[src/rtl/wb_pkg.sv]
// Shared types and constants for the register-file writeback path.
// Latency: n/a (declarations only).
// Backpressure: n/a.
package wb_pkg;

    localparam logic [4:0] REG_ZERO = 5'd31;   // hard-wired zero register, writes are dropped
    localparam int         XLEN     = 64;
    localparam int         NREG     = 32;

    // One buffered LSU result: destination register and data.
    typedef struct packed {
        logic [4:0]      rw;
        logic [XLEN-1:0] data;
    } wb_entry_t;

endpackage

[src/rtl/writeback_arbiter_if.sv]
// Bundle of ALU/LSU result inputs, register-file write port, Pending and Count.
// Latency: n/a (wires only).
// Backpressure: LsuValid/LsuReady handshake on the LSU side; the ALU side has none.
// master = upstream/issue side that drives results, slave = the arbiter.
interface writeback_arbiter_if #(
    parameter int CW = 3
);
    import wb_pkg::*;

    logic                AluWr;
    logic [4:0]          AluRW;
    logic [XLEN-1:0]     AluData;
    logic                LsuValid;
    logic [4:0]          LsuRW;
    logic [XLEN-1:0]     LsuData;
    logic                LsuReady;
    logic                RegWr;
    logic [4:0]          RW;
    logic [XLEN-1:0]     BusW;
    logic [NREG-1:0]     Pending;
    logic [CW-1:0]       Count;

    modport master (
        output AluWr, AluRW, AluData, LsuValid, LsuRW, LsuData,
        input  LsuReady, RegWr, RW, BusW, Pending, Count
    );

    modport slave (
        input  AluWr, AluRW, AluData, LsuValid, LsuRW, LsuData,
        output LsuReady, RegWr, RW, BusW, Pending, Count
    );
endinterface

[src/rtl/wb_fifo.sv]
// DEPTH-entry synchronous FIFO of wb_entry_t; exposes per-entry valid/rw for Pending.
// Latency: a pushed entry is visible at the head the cycle after the push.
// Backpressure: caller must not push when full nor pop when empty; full/empty are registered-state only.
// Ports: clk/rst_n, push/push_dat, pop/head_dat, full/empty/count, ent_vld/ent_rw.
module wb_fifo
    import wb_pkg::*;
#(
    parameter int DEPTH = 4,
    parameter int CW    = 3
) (
    input  logic                  clk,
    input  logic                  rst_n,
    input  logic                  push,
    input  wb_entry_t             push_dat,
    input  logic                  pop,
    output wb_entry_t             head_dat,
    output logic                  full,
    output logic                  empty,
    output logic [CW-1:0]         count,
    output logic [DEPTH-1:0]      ent_vld,
    output logic [DEPTH-1:0][4:0] ent_rw
);
    localparam int AW = $clog2(DEPTH);

    wb_entry_t      mem [DEPTH];
    logic [AW-1:0]  wr_ptr;
    logic [AW-1:0]  rd_ptr;
    logic [CW-1:0]  cnt;
    logic [DEPTH-1:0] vld;

    // Storage needs no reset: every slot is qualified by vld.
    always_ff @(posedge clk) begin
        if (push) begin
            mem[wr_ptr] <= push_dat;
        end
    end

    // Pointers wrap naturally because DEPTH is a power of two.
    // A push and a pop in the same cycle never touch the same slot: pop needs
    // a non-empty FIFO and push needs a non-full one, so wr_ptr != rd_ptr.
    always_ff @(posedge clk) begin
        if (!rst_n) begin
            wr_ptr <= '0;
            rd_ptr <= '0;
            cnt    <= '0;
            vld    <= '0;
        end else begin
            if (push) begin
                vld[wr_ptr] <= 1'b1;
                wr_ptr      <= wr_ptr + AW'(1);
            end
            if (pop) begin
                vld[rd_ptr] <= 1'b0;
                rd_ptr      <= rd_ptr + AW'(1);
            end
            case ({push, pop})
                2'b10:   cnt <= cnt + CW'(1);
                2'b01:   cnt <= cnt - CW'(1);
                default: cnt <= cnt;
            endcase
        end
    end

    always_comb begin
        for (int i = 0; i < DEPTH; i++) begin
            ent_rw[i] = mem[i].rw;
        end
    end

    assign head_dat = mem[rd_ptr];
    assign full     = (cnt == CW'(DEPTH));
    assign empty    = (cnt == '0);
    assign count    = cnt;
    assign ent_vld  = vld;

endmodule

[src/rtl/writeback_arbiter.sv]
// Sole driver of the register-file write port; merges ALU results with buffered/bypassed LSU results.
// Latency: slot winner in cycle t appears on RegWr/RW/BusW in cycle t+1.
// Backpressure: ALU never stalls and always wins; LsuReady = FIFO not full (state only, no LsuValid path).
// Ports: Clk, ResetL (sync, active-low), bus (slave modport: ALU/LSU inputs, write port, Pending, Count).
module writeback_arbiter
    import wb_pkg::*;
#(
    parameter int DEPTH = 4,
    parameter int CW    = 3
) (
    input  logic                Clk,
    input  logic                ResetL,
    writeback_arbiter_if.slave  bus
);
    wb_entry_t                fifo_head;
    wb_entry_t                lsu_ent;
    logic                     fifo_full;
    logic                     fifo_empty;
    logic [CW-1:0]            fifo_count;
    logic [DEPTH-1:0]         ent_vld;
    logic [DEPTH-1:0][4:0]    ent_rw;

    logic                     lsu_rdy;
    logic                     alu_win;
    logic                     lsu_keep;
    logic                     pop;
    logic                     bypass;
    logic                     push;

    logic                     win;
    logic [4:0]               win_rw;
    logic [XLEN-1:0]          win_dat;

    logic                     reg_wr_q;
    logic [4:0]               rw_q;
    logic [XLEN-1:0]          busw_q;
    logic [NREG-1:0]          pend;

    // A write to the zero register is treated as if nothing were offered.
    assign alu_win  = bus.AluWr && (bus.AluRW != REG_ZERO);
    assign lsu_rdy  = !fifo_full;
    assign lsu_keep = bus.LsuValid && lsu_rdy && (bus.LsuRW != REG_ZERO);

    // ALU > FIFO head > direct LSU bypass. Bypass only when the FIFO is empty,
    // so LSU results always leave in acceptance order.
    assign pop    = !alu_win && !fifo_empty;
    assign bypass = !alu_win && fifo_empty && lsu_keep;
    assign push   = lsu_keep && !bypass;

    assign lsu_ent.rw   = bus.LsuRW;
    assign lsu_ent.data = bus.LsuData;

    wb_fifo #(
        .DEPTH (DEPTH),
        .CW    (CW)
    ) u_fifo (
        .clk      (Clk),
        .rst_n    (ResetL),
        .push     (push),
        .push_dat (lsu_ent),
        .pop      (pop),
        .head_dat (fifo_head),
        .full     (fifo_full),
        .empty    (fifo_empty),
        .count    (fifo_count),
        .ent_vld  (ent_vld),
        .ent_rw   (ent_rw)
    );

    always_comb begin
        win     = 1'b0;
        win_rw  = REG_ZERO;
        win_dat = '0;
        if (alu_win) begin
            win     = 1'b1;
            win_rw  = bus.AluRW;
            win_dat = bus.AluData;
        end else if (pop) begin
            win     = 1'b1;
            win_rw  = fifo_head.rw;
            win_dat = fifo_head.data;
        end else if (bypass) begin
            win     = 1'b1;
            win_rw  = bus.LsuRW;
            win_dat = bus.LsuData;
        end
    end

    // RW/BusW hold their last value on idle slots; only RegWr drops.
    always_ff @(posedge Clk) begin
        if (!ResetL) begin
            reg_wr_q <= 1'b0;
            rw_q     <= REG_ZERO;
            busw_q   <= '0;
        end else begin
            reg_wr_q <= win;
            if (win) begin
                rw_q   <= win_rw;
                busw_q <= win_dat;
            end
        end
    end

    // Pending comes straight from FIFO slot state, so an entry's bit drops in
    // the same cycle its data appears on the write port.
    always_comb begin
        pend = '0;
        for (int i = 0; i < DEPTH; i++) begin
            if (ent_vld[i]) begin
                pend[ent_rw[i]] = 1'b1;
            end
        end
        pend[REG_ZERO] = 1'b0;
    end

    assign bus.LsuReady = lsu_rdy;
    assign bus.RegWr    = reg_wr_q;
    assign bus.RW       = rw_q;
    assign bus.BusW     = busw_q;
    assign bus.Pending  = pend;
    assign bus.Count    = fifo_count;

endmodule

[src/flat_wrapper.sv]
// flat-port wrapper written by rule: the top's interface ports become plain ports
module writeback_arbiter_flat import wb_pkg::*;
#(
    parameter int DEPTH = 4,
    parameter int CW    = 3
)
  (Clk, ResetL, bus_AluWr, bus_AluRW, bus_AluData, bus_LsuValid, bus_LsuRW, bus_LsuData, bus_LsuReady, bus_RegWr, bus_RW, bus_BusW, bus_Pending, bus_Count);
  writeback_arbiter_if #(.CW(CW)) bus_i ();
  input  logic Clk;
  input  logic ResetL;
  input wire logic [$bits(bus_i.AluWr)-1:0] bus_AluWr;
  input wire logic [$bits(bus_i.AluRW)-1:0] bus_AluRW;
  input wire logic [$bits(bus_i.AluData)-1:0] bus_AluData;
  input wire logic [$bits(bus_i.LsuValid)-1:0] bus_LsuValid;
  input wire logic [$bits(bus_i.LsuRW)-1:0] bus_LsuRW;
  input wire logic [$bits(bus_i.LsuData)-1:0] bus_LsuData;
  output wire logic [$bits(bus_i.LsuReady)-1:0] bus_LsuReady;
  output wire logic [$bits(bus_i.RegWr)-1:0] bus_RegWr;
  output wire logic [$bits(bus_i.RW)-1:0] bus_RW;
  output wire logic [$bits(bus_i.BusW)-1:0] bus_BusW;
  output wire logic [$bits(bus_i.Pending)-1:0] bus_Pending;
  output wire logic [$bits(bus_i.Count)-1:0] bus_Count;
  assign bus_i.AluWr = bus_AluWr;
  assign bus_i.AluRW = bus_AluRW;
  assign bus_i.AluData = bus_AluData;
  assign bus_i.LsuValid = bus_LsuValid;
  assign bus_i.LsuRW = bus_LsuRW;
  assign bus_i.LsuData = bus_LsuData;
  assign bus_LsuReady = bus_i.LsuReady;
  assign bus_RegWr = bus_i.RegWr;
  assign bus_RW = bus_i.RW;
  assign bus_BusW = bus_i.BusW;
  assign bus_Pending = bus_i.Pending;
  assign bus_Count = bus_i.Count;
  writeback_arbiter #(.DEPTH(DEPTH), .CW(CW)) u_core (.Clk(Clk), .ResetL(ResetL), .bus(bus_i));
endmodule
[config.mk]
export PLATFORM = sky130hd
export DESIGN_NAME = writeback_arbiter_flat
export DESIGN_NICKNAME = d
export VERILOG_FILES = /design/src/rtl/wb_pkg.sv /design/src/rtl/writeback_arbiter_if.sv /design/src/rtl/wb_fifo.sv /design/src/rtl/writeback_arbiter.sv /design/src/flat_wrapper.sv
export SDC_FILE = /design/constraint.sdc
export NUM_CORES = 1
export LEC_CHECK = 0
export CORE_MARGIN = 2
export CORE_UTILIZATION = 40
export DETAILED_ROUTE_END_ITERATION = 12
export PLACE_DENSITY_LB_ADDON = 0.1
export SYNTH_ARGS = -nofsm -noshare
export SYNTH_HDL_FRONTEND = slang
export SYNTH_SLANG_ARGS = --single-unit
[constraint.sdc]
create_clock -name Clk -period 12.05 [get_ports Clk]
set_clock_uncertainty 0.1 [all_clocks]
set_input_delay 1.205 -clock Clk [delete_from_list [all_inputs] [get_ports Clk]]
set_output_delay 1.205 -clock Clk [all_outputs]
set_load 0.03 [all_outputs]
Routing congestion map:
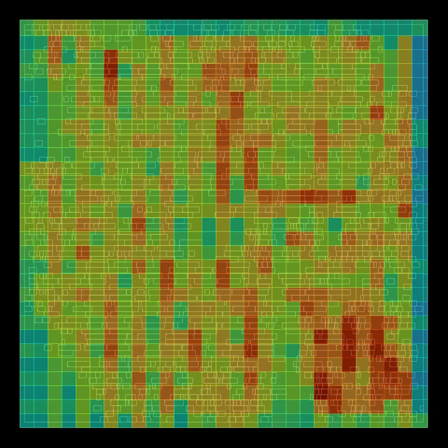
Most Crowded Layer GR: met2
post-DR wirelength/cell: 22.2 um
final core utilization: 50.9%
global-route total usage across every layer: 20.1%
met3 track utilization from global routing: 4.06%

Met3 routing:
(1.5 px per um)
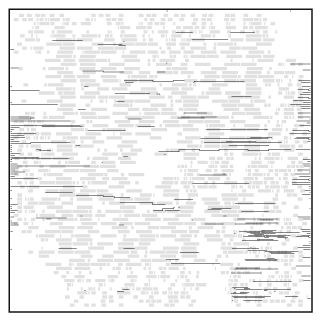
main direction = horizontal
nets with wire on the layer = 180
wire length on this layer = 2,570 um
share of all routed wire = 6.3%
longest straight run = 52.7 um
Via Count: 10,500
DRT Wirelength: 41,100 um

Clock distribution:
(2 px per um)
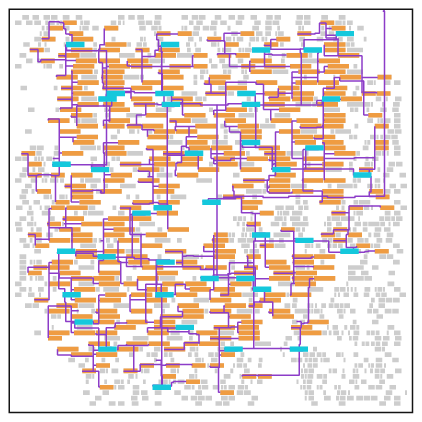
purple -> clock wires  # length 4,310 um
orange -> flip-flops  # count 359
cyan -> clock drivers  # count 39
flops lie = spread over the die
clock network power: 1.09 mW
Insertion Delay late pin: 0.52 ns
Clk pwr share: 28.5%

Routed metal, one colour a layer:
(1.5 px per um)
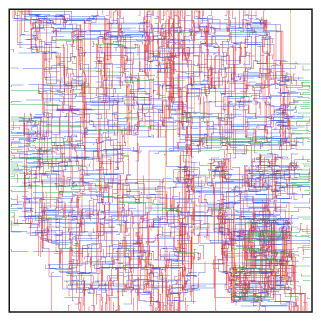
orange -> metal 4  # wire length 707 um
red -> metal 2  # wire length 19,400 um
green -> metal 3  # wire length 2,570 um
blue -> metal 1  # wire length 18,500 um
purple -> metal 5  # wire length 13.8 um

Sequential cells coloured by netlist name:
(1.5 px per um) Other sequential cells in the stronger grey, the rest of the logic in the fainter grey.
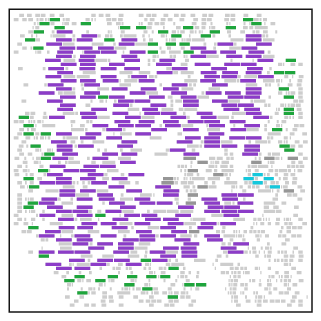
cyan -> u_core.bus.RW  # placed flops 5, where middle right
purple -> u_core.u_fifo.mem  # placed flops 276
green -> u_core.bus.BusW  # placed flops 64, where spread over the die
not coloured = 14
power consumed by sequential cells: 1.60 mW
proportion of cell area occupied by registers: 50.8%

==> metrics.cfg <==
[outcome]
result_of_the_run = finished, final reports clean

[final_timing]
finalWorstSetupSlack_ns = 7.78
period_needed_ns = 4.27
worst_pin_slew_ns = 1.08
slew_violations = 0
finalSetupViolations = 0
final-hold-violation-count = 0
final_min_period_over_clock_period_pct = 35.4

[logic_synthesis]
synthAdderAreaFrac_pct = 0.856
syn_avg_cell_area_um2 = 14.3
mux_share_pct = 10.4
synthesis.instances = 1084
top_area_share_pct = 53.5
synth_area_um2 = 15500
synth-seq-cells = 359
yosysWarningCount = 0

[critical_path]
worst-setup-path-type = flop to primary output
setup.worst_path.end_class = primary output
crit_path_top_delay_cell = nor3b_1
cp_num_cells = 4
ff2ff_path_depth = 5
crit_fanout = 9
worst_path_largest_cell_delay_ns = 0.81
critPathLaunch = u_core.u_fifo.mem[0][65]
crit_buf_inv = 1
critical_path.reg2reg.endpoint = u_core.u_fifo.mem[2][56]
critPathRequiredTime_ns = 10.74
cp_cell_sequence = nor3b_1 > a22oi_1 > o221ai_1 > clkdlybuf4s50_1

[min_path]
worst_min_delay_path_endpoint = u_core.bus.RW[2]
holdCritPathClass = flop to flop
hold_start = u_core.bus.RW[2]

[cts]
post_cts_setup_buffers = 0
cts_tree = built
post_cts_resized = 0
clkTransAtPathRegs_ns = 0.06
cts_hold_repair.buffers = 0
max-clock-path-buffers = 3

[pwr]
p_leak_nw = 6.19
intPower_mw = 2.61
vdd_ir_drop_max_mv = 0.145

[global_route]
globalRouteOverflowTotal = 0
grt_pass1_vias = 10700
first_pass_grt_wire_length_um = 63600
global_route.usage.met1_pct = 28.1
grt_antenna_before_repair = 5

[final_layout]
max_area_cell_class = sequential cells
flops = 359
final.fill_count = 3359
final_common_cell = edfxtp_1
final_cell_mix = edfxtp_1, clkdlybuf4s50_1, o221ai_1, nand2_1, dfxtp_1
comb_area_share_pct = 26.4
clockBufferCount = 52
non_clock_inverter_count = 11
register_area_um2 = 9960
multi_input_comb_cells = 623

[floorplan]
placeableCoreArea_um2 = 38500
io_pins = 248

[route]
detail-route-antenna-nets = 0
vias_per_cell = 5.67
drc = 0
met1Wirelength_um = 18500
first_pass_iters = 5

[placement]
dp_cells = 1775
placement.setup.worst_slack_ns = 7.70
gpl.final_weighted_congestion = 0.902

==> registers in the layout, indices dropped and copies added, names as in the netlist, named ones only <==
register and count:
u_core.bus.RegWr 1, u_core.bus.BusW 64, u_core.u_fifo.ent_vld 4, u_core.u_fifo.count 3
u_core.u_fifo.rd_ptr 2, u_core.u_fifo.mem 276, u_core.bus.RW 5, u_core.u_fifo.wr_ptr 2
==> power by group through the flow <==
stage | Clock, mW | Sequential [mW] | Combinational, mW
after floorplan | 0 | 1.71 | 0.656
after global placement | 0 | 1.62 | 1.15
after global routing | 1.16 | 1.62 | 1.23
final | 1.09 | 1.60 | 1.13
after detailed placement | 0 | 1.62 | 1.15
after CTS | 1.12 | 1.60 | 1.15
No activity file was given, so power comes from the tool's default toggle rates.
